===== src/rtl/rtype_pkg.sv =====
// Shared constants and instruction field layout for the R-type datapath.
// Optional build macro: RTYPE_NOR_EN (adds NOR on funct 001100).
package rtype_pkg;

   localparam int DATA_W = 32;
   localparam int ADDR_W = 5;

   localparam logic [5:0] OP_RTYPE = 6'b000000;

   localparam logic [5:0] FN_AND = 6'b000000;
   localparam logic [5:0] FN_OR  = 6'b000001;
   localparam logic [5:0] FN_ADD = 6'b000010;
   localparam logic [5:0] FN_SUB = 6'b000110;
   localparam logic [5:0] FN_SLT = 6'b000111;
   localparam logic [5:0] FN_NOR = 6'b001100;

   typedef struct packed {
      logic [5:0]        op;
      logic [ADDR_W-1:0] rs;
      logic [ADDR_W-1:0] rt;
      logic [ADDR_W-1:0] rd;
      logic [4:0]        shamt;
      logic [5:0]        funct;
   } rtype_instr_t;

endpackage


===== src/rtl/rtype_alu.sv =====
// Combinational R-type ALU; valid is low for any funct it does not implement.
// Optional build macro: RTYPE_NOR_EN (adds NOR on funct 001100).
module rtype_alu
   import rtype_pkg::*;
#(
   parameter int W = rtype_pkg::DATA_W
) (
   input  logic [W-1:0] a,
   input  logic [W-1:0] b,
   input  logic [5:0]   funct,
   output logic [W-1:0] result,
   output logic         valid
);

   always_comb begin
      result = '0;
      valid  = 1'b1;
      case (funct)
         FN_AND: result = a & b;
         FN_OR:  result = a | b;
         FN_ADD: result = a + b;
         FN_SUB: result = a - b;
         FN_SLT: result = {{(W-1){1'b0}}, ($signed(a) < $signed(b))};
`ifdef RTYPE_NOR_EN
         FN_NOR: result = ~(a | b);
`endif
         default: begin
            result = '0;
            valid  = 1'b0;
         end
      endcase
   end

endmodule


===== src/rtl/rtype_datapath.sv =====
// Single-cycle R-type execute: register file, ALU, writeback and registered zero flag.
// Optional build macro: RTYPE_NOR_EN (adds NOR on funct 001100).
module rtype_datapath
   import rtype_pkg::*;
#(
   parameter int DATA_W  = rtype_pkg::DATA_W,
   parameter int REG_NUM = 32
) (
   input  logic              clk,
   input  logic              rst,
   input  logic [31:0]       instruccion_r,
   output logic              tr_zf,
   output logic [DATA_W-1:0] alu_res
);

   rtype_instr_t      instr;
   logic [DATA_W-1:0] regs_q [REG_NUM];
   logic [DATA_W-1:0] regs_d [REG_NUM];
   logic              zf_q, zf_d;
   logic [DATA_W-1:0] rs_val, rt_val, alu_out;
   logic              alu_valid, exec_ok;
   logic              unused_shamt;

   assign instr        = rtype_instr_t'(instruccion_r);
   assign unused_shamt = ^instr.shamt;

   // r0 is forced to zero on read regardless of what the array holds.
   assign rs_val = (instr.rs == '0) ? '0 : regs_q[instr.rs];
   assign rt_val = (instr.rt == '0) ? '0 : regs_q[instr.rt];

   rtype_alu #(.W(DATA_W)) u_alu (
      .a      (rs_val),
      .b      (rt_val),
      .funct  (instr.funct),
      .result (alu_out),
      .valid  (alu_valid)
   );

   assign exec_ok = (instr.op == OP_RTYPE) && alu_valid;
   assign alu_res = exec_ok ? alu_out : '0;
   assign tr_zf   = zf_q;

   always_comb begin
      regs_d = regs_q;
      zf_d   = zf_q;
      if (exec_ok) begin
         zf_d = (alu_res == '0);
         if (instr.rd != '0) regs_d[instr.rd] = alu_res;
      end
   end

   // Reset loads the identity pattern so each register reads back its own index.
   always_ff @(posedge clk or posedge rst) begin
      if (rst) begin
         for (int k = 0; k < REG_NUM; k++) regs_q[k] <= DATA_W'(k);
         zf_q <= 1'b0;
      end else begin
         regs_q <= regs_d;
         zf_q   <= zf_d;
      end
   end

endmodule


===== config.mk =====
export PLATFORM = sky130hd
export DESIGN_NAME = rtype_datapath
export DESIGN_NICKNAME = d
export VERILOG_FILES = /design/src/rtl/rtype_pkg.sv /design/src/rtl/rtype_alu.sv /design/src/rtl/rtype_datapath.sv
export SDC_FILE = /design/constraint.sdc
export NUM_CORES = 2
export LEC_CHECK = 0
export CAP_MARGIN = 10
export CORE_MARGIN = 2
export CORE_UTILIZATION = 45
export DETAILED_ROUTE_END_ITERATION = 16
export DONT_BUFFER_PORTS = 1
export HOLD_SLACK_MARGIN = 0.05
export REMOVE_ABC_BUFFERS = 1
export SLEW_MARGIN = 20
export SYNTH_ARGS = -nofsm -noshare
export SYNTH_HDL_FRONTEND = slang
export SYNTH_HIERARCHICAL = 1
export SYNTH_SLANG_ARGS = --single-unit

===== constraint.sdc =====
create_clock -name clk -period 68.1 [get_ports clk]
set_input_delay 13.62 -clock clk [delete_from_list [all_inputs] [get_ports clk]]
set_output_delay 13.62 -clock clk [all_outputs]
set_load 0.02 [all_outputs]

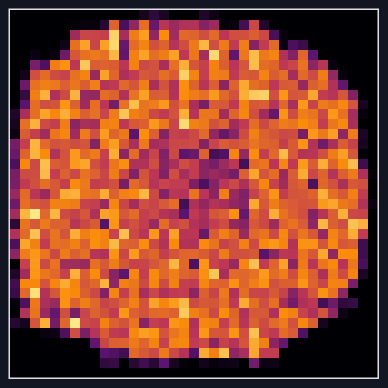
**Above:** cell area per tile.
(1 px per micron) The die is cut into 37 by 37 equal tiles; black is low, pale yellow is high, 0 to 100% covered.
The densest ninth of the die: left middle. The mean over all tiles is 46%. 18% of the tiles are nearly empty. 10% of the tiles are over 75% full.

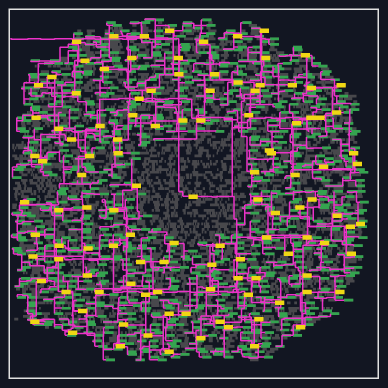
**Above:** routed clock nets over the placement.
(1 px per micron)
Key: magenta = clock wires [length 14300 microns]; green = flip-flops [count 1025]; yellow = cells driving clock nets [count 114]
There are 115 routed clock nets.

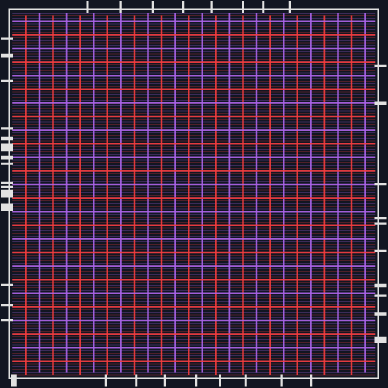
**Above:** floorplan with the power grid.
(1 px per micron) Pins as bars on the die edge.
Key: purple = VDD; red = VSS
The core has 133 rows. 26 straps on met4. 67 signal pins sit on the boundary.

==> Changelog: implementation <==
### Implementation results

* Status: finished, violations left
* Failing checks: max-slew violations
* CP arrival at 20.82 ns
* Tool warning count at 120
* Gr usage total at 0.318
* GR Layer Usage met3 at 0.0847
* Die height at 368 microns
* DR pass1 iterations at 5
* Root Buffer: clkbuf_16
* Hold depth at 0
* P per Cell Area at 21.8 mW/mm^2
* Post-synth tally of flip-flops with integrated enable at 0
* CP top delay family: simple AND/OR/NAND/NOR gates
* Final Slew Violations at 44
* Seq pwr at 609 uW
* Hold endpoint: regs_q[1022]
* Reg power frac at 0.433
* Clkbuf count at 173
* Sum Neg Setup Slack at 0 ns
* Vias post-DR at 47000
* Synthesized instance count at 5239
* Post-Place Cells at 6531
* GRT busiest layer: met2
* Antenna Cells at 1
* Full die area at 0.135 sq mm
* Non-clock buffer share at 0.0151
* Final GP Congestion at 0.973
* Placed inst area at 0.0604 sq mm
* Area-dominant class: multi-input combinational cells
* Row cnt at 133
* Worst slack at placement at 34.21 ns
* Clock slew at reported path FFs at 0.06 ns
* Worst Setup End Kind: primary output
* I/O Pins at 67
* Slowest-stage cell, CP: or4_2
* Postcts setup bufs at 0
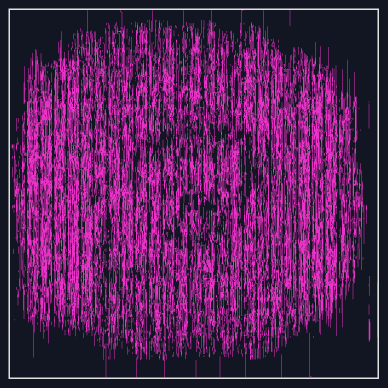
**Above:** the metal 2 layer.
(1 px per micron)
The wires run mostly vertical. The longest straight run is 136 microns. The layer carries 96.1 mm of wire.

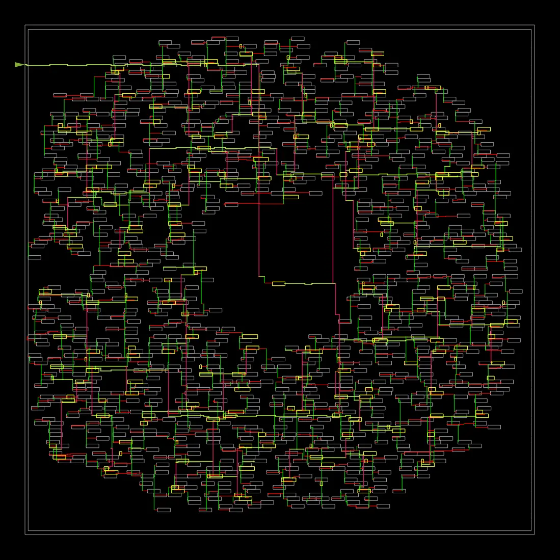
**Above:** clock wiring as the flow saved it.
CTS sink count: 1025
CTS Buf Count: 114
Clock Skew: 0.0477 ns
Worst-Skew Late Latency: 0.80 ns

## sequential cells by signal, summed over array words and instances, names as in the netlist
signal,flops
regs_q,1024
tr_zf,1
## cells by family (layout without fill, tap and decap cells)
group / Yosys count / in the layout / share of synthesized area
adders and majority gates: 102 / 102 / 0.0217
and+or+nand+nor: 488 / 488 / 0.0417
other: 0 / 1 / 0
buffers and inverters: 720 / 474 / 0.0490
xor gates and xnor gates: 28 / 28 / 0.00412
AOI/OAI and AO/OA: 1870 / 1870 / 0.178
DFF: 1025 / 1025 / 0.433
muxes: 1006 / 1006 / 0.272
## synth_stat cells (77+ instances only)
library cell  count
clkbuf_1        425
ha_1            100
nor2_1           77
mux2i_1         143
inv_1           104
mux4_2          448
buf_2           115
o21ai_0        1386
dfstp_2          80
dfrtp_1         945
nor2b_1          78
nand2_1         200
mux2_2          400
Power figures rest on the tool's default switching activity, not on a simulated workload.
